===== src/rtl/mbledhesi_serik_if.sv =====
// Handshake and operand/result bundle between the ALU controller and the
// multi-cycle adder/subtractor mbledhesi_serik.
interface mbledhesi_serik_if #(
  parameter int WIDTH = 32
);
  logic             start;
  logic             op;
  logic [WIDTH-1:0] a;
  logic [WIDTH-1:0] b;
  logic             cin;
  logic             busy;
  logic             done;
  logic [WIDTH-1:0] s;
  logic             cout;
  logic             v;
  logic             z;

  modport master (
    output start, op, a, b, cin,
    input  busy, done, s, cout, v, z
  );

  modport slave (
    input  start, op, a, b, cin,
    output busy, done, s, cout, v, z
  );
endinterface


===== src/rtl/mbledhesi_serik.sv =====
// Multi-cycle adder/subtractor: SLICE bits per clock through a registered ripple carry.
// Define MBLEDHESI_SAT_EN to saturate S on signed overflow instead of wrapping.
module mbledhesi_serik #(
  parameter int WIDTH = 32,
  parameter int SLICE = 8
) (
  input logic           clk,
  input logic           rst_n,
  mbledhesi_serik_if.slave bus
);

  localparam int N  = WIDTH / SLICE;
  localparam int CW = (N > 1) ? $clog2(N) : 1;
  localparam logic [CW-1:0] LAST = CW'(N - 1);

  typedef enum logic [1:0] {IDLE, RUN, FIN} state_t;

  state_t           state_q, state_d;
  logic [WIDTH-1:0] a_q, a_d;
  logic [WIDTH-1:0] b_q, b_d;
  logic [WIDTH-1:0] sh_q, sh_d;
  logic [WIDTH-1:0] s_q, s_d;
  logic [CW-1:0]    cnt_q, cnt_d;
  logic             carry_q, carry_d;
  logic             busy_q, busy_d;
  logic             done_q, done_d;
  logic             cout_q, cout_d;
  logic             v_q, v_d;
  logic             z_q, z_d;

  logic [SLICE-1:0] a_sl, b_sl, sum_sl;
  logic             c_msb, c_out;
  logic [WIDTH-1:0] s_fin;
  logic             v_fin;

  // One slice of full adders; c_msb is the carry entering the slice's top bit.
  always_comb begin
    logic c;
    a_sl   = a_q[cnt_q*SLICE +: SLICE];
    b_sl   = b_q[cnt_q*SLICE +: SLICE];
    sum_sl = '0;
    c      = carry_q;
    c_msb  = carry_q;
    for (int i = 0; i < SLICE; i++) begin
      if (i == SLICE - 1) c_msb = c;
      sum_sl[i] = a_sl[i] ^ b_sl[i] ^ c;
      c = (a_sl[i] & b_sl[i]) | (a_sl[i] & c) | (b_sl[i] & c);
    end
    c_out = c;
  end

  always_comb begin
    state_d = state_q;
    a_d     = a_q;
    b_d     = b_q;
    sh_d    = sh_q;
    s_d     = s_q;
    cnt_d   = cnt_q;
    carry_d = carry_q;
    busy_d  = busy_q;
    done_d  = 1'b0;
    cout_d  = cout_q;
    v_d     = v_q;
    z_d     = z_q;
    s_fin   = sh_q;
    v_fin   = 1'b0;

    unique case (state_q)
      IDLE, FIN: begin
        busy_d  = 1'b0;
        state_d = IDLE;
        if (bus.start) begin
          a_d     = bus.a;
          b_d     = bus.b ^ {WIDTH{bus.op}};
          carry_d = bus.op | bus.cin;
          cnt_d   = '0;
          busy_d  = 1'b1;
          state_d = RUN;
        end
      end
      RUN: begin
        sh_d[cnt_q*SLICE +: SLICE] = sum_sl;
        carry_d = c_out;
        cnt_d   = cnt_q + 1'b1;
        if (cnt_q == LAST) begin
          // Results are published only here, so S never shows a partial sum.
          s_fin = sh_d;
          v_fin = c_msb ^ c_out;
`ifdef MBLEDHESI_SAT_EN
          if (v_fin) begin
            s_fin = (!a_q[WIDTH-1] && !b_q[WIDTH-1]) ? {1'b0, {(WIDTH-1){1'b1}}}
                                                     : {1'b1, {(WIDTH-1){1'b0}}};
          end
`endif
          s_d     = s_fin;
          cout_d  = c_out;
          v_d     = v_fin;
          z_d     = (s_fin == '0);
          done_d  = 1'b1;
          busy_d  = 1'b0;
          cnt_d   = '0;
          state_d = FIN;
        end
      end
      default: state_d = IDLE;
    endcase
  end

  always_ff @(posedge clk or negedge rst_n) begin
    if (!rst_n) begin
      state_q <= IDLE;
      a_q     <= '0;
      b_q     <= '0;
      sh_q    <= '0;
      s_q     <= '0;
      cnt_q   <= '0;
      carry_q <= 1'b0;
      busy_q  <= 1'b0;
      done_q  <= 1'b0;
      cout_q  <= 1'b0;
      v_q     <= 1'b0;
      z_q     <= 1'b0;
    end else begin
      state_q <= state_d;
      a_q     <= a_d;
      b_q     <= b_d;
      sh_q    <= sh_d;
      s_q     <= s_d;
      cnt_q   <= cnt_d;
      carry_q <= carry_d;
      busy_q  <= busy_d;
      done_q  <= done_d;
      cout_q  <= cout_d;
      v_q     <= v_d;
      z_q     <= z_d;
    end
  end

  assign bus.busy = busy_q;
  assign bus.done = done_q;
  assign bus.s    = s_q;
  assign bus.cout = cout_q;
  assign bus.v    = v_q;
  assign bus.z    = z_q;

endmodule


===== src/flat_wrapper.sv =====
// flat-port wrapper written by rule: the top's interface ports become plain ports
module mbledhesi_serik_flat 
#(
  parameter int WIDTH = 32,
  parameter int SLICE = 8
)
  (clk, rst_n, bus_start, bus_op, bus_a, bus_b, bus_cin, bus_busy, bus_done, bus_s, bus_cout, bus_v, bus_z);
  mbledhesi_serik_if #(.WIDTH(WIDTH)) bus_i ();
  input logic clk;
  input logic rst_n;
  input wire logic [$bits(bus_i.start)-1:0] bus_start;
  input wire logic [$bits(bus_i.op)-1:0] bus_op;
  input wire logic [$bits(bus_i.a)-1:0] bus_a;
  input wire logic [$bits(bus_i.b)-1:0] bus_b;
  input wire logic [$bits(bus_i.cin)-1:0] bus_cin;
  output wire logic [$bits(bus_i.busy)-1:0] bus_busy;
  output wire logic [$bits(bus_i.done)-1:0] bus_done;
  output wire logic [$bits(bus_i.s)-1:0] bus_s;
  output wire logic [$bits(bus_i.cout)-1:0] bus_cout;
  output wire logic [$bits(bus_i.v)-1:0] bus_v;
  output wire logic [$bits(bus_i.z)-1:0] bus_z;
  assign bus_i.start = bus_start;
  assign bus_i.op = bus_op;
  assign bus_i.a = bus_a;
  assign bus_i.b = bus_b;
  assign bus_i.cin = bus_cin;
  assign bus_busy = bus_i.busy;
  assign bus_done = bus_i.done;
  assign bus_s = bus_i.s;
  assign bus_cout = bus_i.cout;
  assign bus_v = bus_i.v;
  assign bus_z = bus_i.z;
  mbledhesi_serik #(.WIDTH(WIDTH), .SLICE(SLICE)) u_core (.clk(clk), .rst_n(rst_n), .bus(bus_i));
endmodule

===== config.mk =====
export PLATFORM = sky130hd
export DESIGN_NAME = mbledhesi_serik_flat
export DESIGN_NICKNAME = d
export VERILOG_FILES = /design/src/rtl/mbledhesi_serik_if.sv /design/src/rtl/mbledhesi_serik.sv /design/src/flat_wrapper.sv
export SDC_FILE = /design/constraint.sdc
export NUM_CORES = 1
export LEC_CHECK = 0
export CELL_PAD_IN_SITES_DETAIL_PLACEMENT = 1
export CELL_PAD_IN_SITES_GLOBAL_PLACEMENT = 2
export CORE_MARGIN = 10
export CORE_UTILIZATION = 31
export DETAILED_ROUTE_END_ITERATION = 10
export PLACE_DENSITY_LB_ADDON = 0.12
export SLEW_MARGIN = 5
export SYNTH_ARGS = -nofsm -noshare
export SYNTH_HDL_FRONTEND = slang
export SYNTH_SLANG_ARGS = --single-unit

===== constraint.sdc =====
create_clock -name clk -period 5 [get_ports clk]
set_clock_uncertainty 0.2 [all_clocks]
set_input_delay 1.25 -clock clk [delete_from_list [all_inputs] [get_ports clk]]
set_output_delay 1.25 -clock clk [all_outputs]
set_load 0.02 [all_outputs]

Signal wires on met4:
Cells faint in the background.
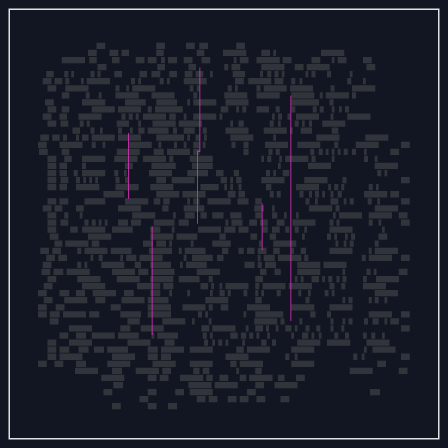
The wires run mostly vertical. The layer carries 231 um of wire. 3 nets have wire on it.
DR vias: 4704
Routed WL: 18210 um

Signal metal coverage by tile:
The die is cut into 33 by 33 equal tiles; dark blue is low, red is high, scaled to the fullest tile. Values are wire area over tile area, all layers added.
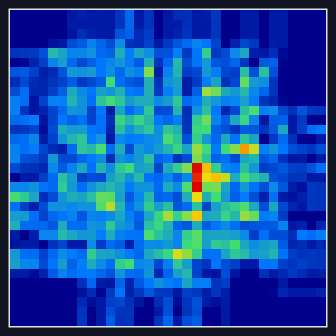
The mean over all tiles is 0.10. 18% of the tiles are nearly empty. The fullest tile reaches 0.52. The densest ninth of the die: center.

Routed clock nets over the placement:
The bar under the picture is 50 um long.
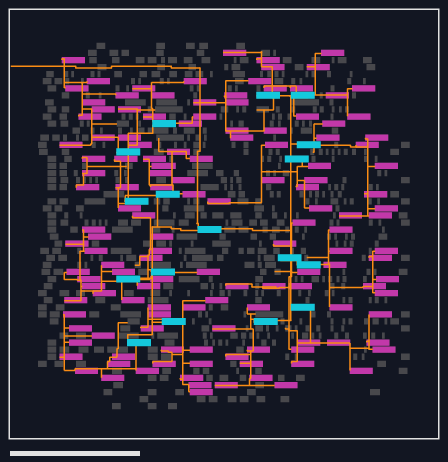
flip-flops: marked magenta, count 138. clock-net drivers: marked cyan, count 17. clock wires: marked orange, length 1900 um.
Position of the flops: all over the die.

The clock network:
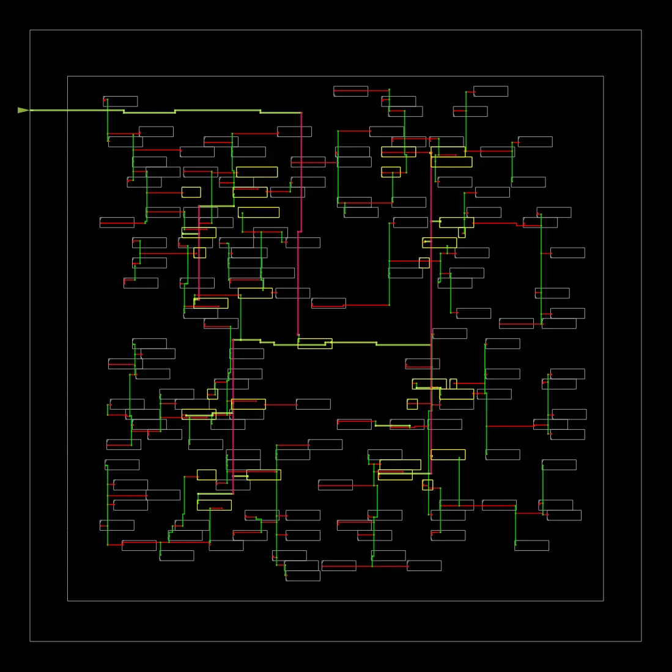
flop count: 138
clkbuf count: 20
clock group power: 0.00135 W
TritonCTS Buffers: 17

==> flow_summary.yaml <==
# flow metrics
worst_setup_path:
  critPathKind: "register to register"
  crit_fanout: 6
  arrival_ps: 5060
  end_kind: "register"
  start_kind: "register"
cts:
  cts_max_level: 4
  clk_latency_ps: 420
  postCtsHoldBufs: 0
  cts_tree: "built"
  clk_pin_slew_worst_paths_ps: 60
  cts.sinks: 138
layout:
  drive_above_1_share: 0.1576
  logic_area_sq_um: 2755
  comb_cells: 391
  clock_area_frac: 0.07484
  num-fill-cells: 2260
  ff_latch_area_sq_um: 3455
  comb_share: 0.3244
  layout_top_cell: "dfrtp_1"
  syn2layout_area_growth_pct: 30.71
  nNonClkInverters: 34
  diodes: 0
power_and_ir_drop:
  p_switching_w: 0.002894
  p_sw_frac: 0.4175
  p_leak_nw: 3.567
  power_frac_seq: 0.277
  intPower_w: 0.004037
  finalPower_w: 0.006931
  p_clk_frac: 0.195
  max-vdd-ir-drop_v: 0.0005476
  top_power_group: "combinational logic"
  seq-power_w: 0.00192
synth:
  fa_ha_area_frac: 0.03620
  ys_seq_share: 0.5315
  ys_seq_elements: 138
  synth_chip_area_sq_um: 6497
  muxShareOfSynthArea: 0.1109
  synth_cells: 600
  yosys_warnings: 0
  simple_gate_area_frac: 0.1019
  synthXorXnorAreaFrac: 0.04448
  synth_area_sq_um: 6497
  logic_family: "AND-OR/OR-AND gates"
  syn_area_per_cell_sq_um: 10.83
  ys_cells: 600
timing:
  setup_viol: 0
  finalCritPeriodShare: 0.9862
  finalCriticalPeriod_ps: 4931
  finalHoldViolations: 0
  tightest_slew_ps: 1015
placed_design:
  gp_congestion: 0.7687
run_status:
  status: "finished clean"
route:
  vias_per_cell: 4.766
  wl_per_cell_um: 18.44
  drt_iter0_markers: 173
floorplanning:
  die_area_sq_um: 27150
  core-area_sq_um: 20430
  taps: 270
  ios: 106
  fp_util: 0.3180
global_routing:
  grt.overflow.total: 0
  grt_pass1_vias: 5285
  grt_max_degree: 101
  grtUsageTotal: 0.1387
  grt_antenna_before_repair: 0
flow_run:
  warnings: 35
==> stage by stage <==
| stage | area (sq um) | instances | worst slack (ps) | setup TNS (ps) | hold WS (ps) |
|---|---|---|---|---|---|
| floorplan | 6524 | 600 | -137.2 | -137.2 | 244.6 |
| global placement | 7820 | 952 | 54.70 | 0 | 257.1 |
| detailed placement | 7820 | 952 | -109.0 | -109.0 | 269.1 |
| CTS | 8481 | 986 | 45.66 | 0 | 283.0 |
| global route | 8493 | 987 | -76.65 | -76.65 | 315.4 |
| finish | 8493 | 987 | 68.94 | 0 | 276.4 |
==> synth_stat cells (all sizes together) <==
master | instances | area [sq um]
and2 | 1 | 6.260
a22o | 2 | 17.52
fa | 8 | 160.2
nand2 | 102 | 385.4
o2111ai | 1 | 8.760
and3 | 4 | 25.02
clkinv | 1 | 3.750
o22ai | 2 | 12.51
a311o | 1 | 10.01
a21oi | 25 | 125.1
inv | 33 | 123.9
nand2b | 2 | 12.51
a22oi | 2 | 20.02
ha | 6 | 75.07
xnor2 | 33 | 289.0
nand4bb | 2 | 22.52
nand4b | 1 | 8.760
o221ai | 9 | 78.83
nor2 | 23 | 86.33
o21ai | 91 | 455.4
dfrtp | 138 | 3453
o31ai | 2 | 15.01
nor3b | 2 | 15.01
clkbuf | 16 | 62.56
nor2b | 3 | 18.77
mux4 | 16 | 360.4
o41ai | 1 | 8.760
mux2 | 32 | 360.4
nand3 | 3 | 15.01
a31o | 1 | 8.760
nor4 | 6 | 50.04
buf | 21 | 126.4
or4 | 1 | 7.510
o21a | 8 | 60.06
and3b | 1 | 8.760
==> critical path: stages (launching register included) <==
cell and delay [ps]:
dfrtp_2 460, buf_4 180, mux4_2 330, inv_1 70, fa_2 360, fa_2 360, fa_2 360, fa_2 340
fa_2 350, fa_2 390, fa_1 520, buf_4 130, and3_4 180, nand2_1 50, a311o_1 350, o31ai_1 220
==> flip-flops by register name, summed over array words and instances, names as in the netlist, 2 cells and up <==
| signal | count |
|---|---|
| u_core.a_q | 32 |
| u_core.sh_q | 32 |
| u_core.b_q | 32 |
| u_core.bus.s | 32 |
| u_core.cnt_q | 2 |
| u_core.state_q | 2 |
==> layer usage <==
metal  wire length [um]  up-vias  part of all wire  track usage
met4                231        0             0.013      0.04428
met3                776       18             0.043      0.03635
li1                   -     2257                 -            -
met1               7981     2334              0.44       0.1698
met2               9215       95              0.51       0.2335
met5                  0        -                 0            0
==> what timing repair did <==
item                       in CTS  in global routing
setup endpoints to repair       1                  1
setup buffers                   3                  1
pin swaps                       3                  3
gates resized                   1                  1
==> path summary, 6_finish.rpt <==
check | start | endpoint | slack [ps] | depth (start not counted)
setup / recovery | u_core.cnt_q[0] | u_core.bus.z | 70 | 15
hold / removal | u_core.bus.s[1] | u_core.bus.s[1] | 280 | 2
setup reg to reg | u_core.cnt_q[0] | u_core.bus.z | 70 | 15
hold reg to reg | u_core.bus.s[1] | u_core.bus.s[1] | 280 | 2
max in group asynchronous | rst_n | u_core.sh_q[27] | 2990 | 2
min in group asynchronous | rst_n | u_core.bus.s[12] | 680 | 1
Power is estimated from default activity; no workload was simulated.
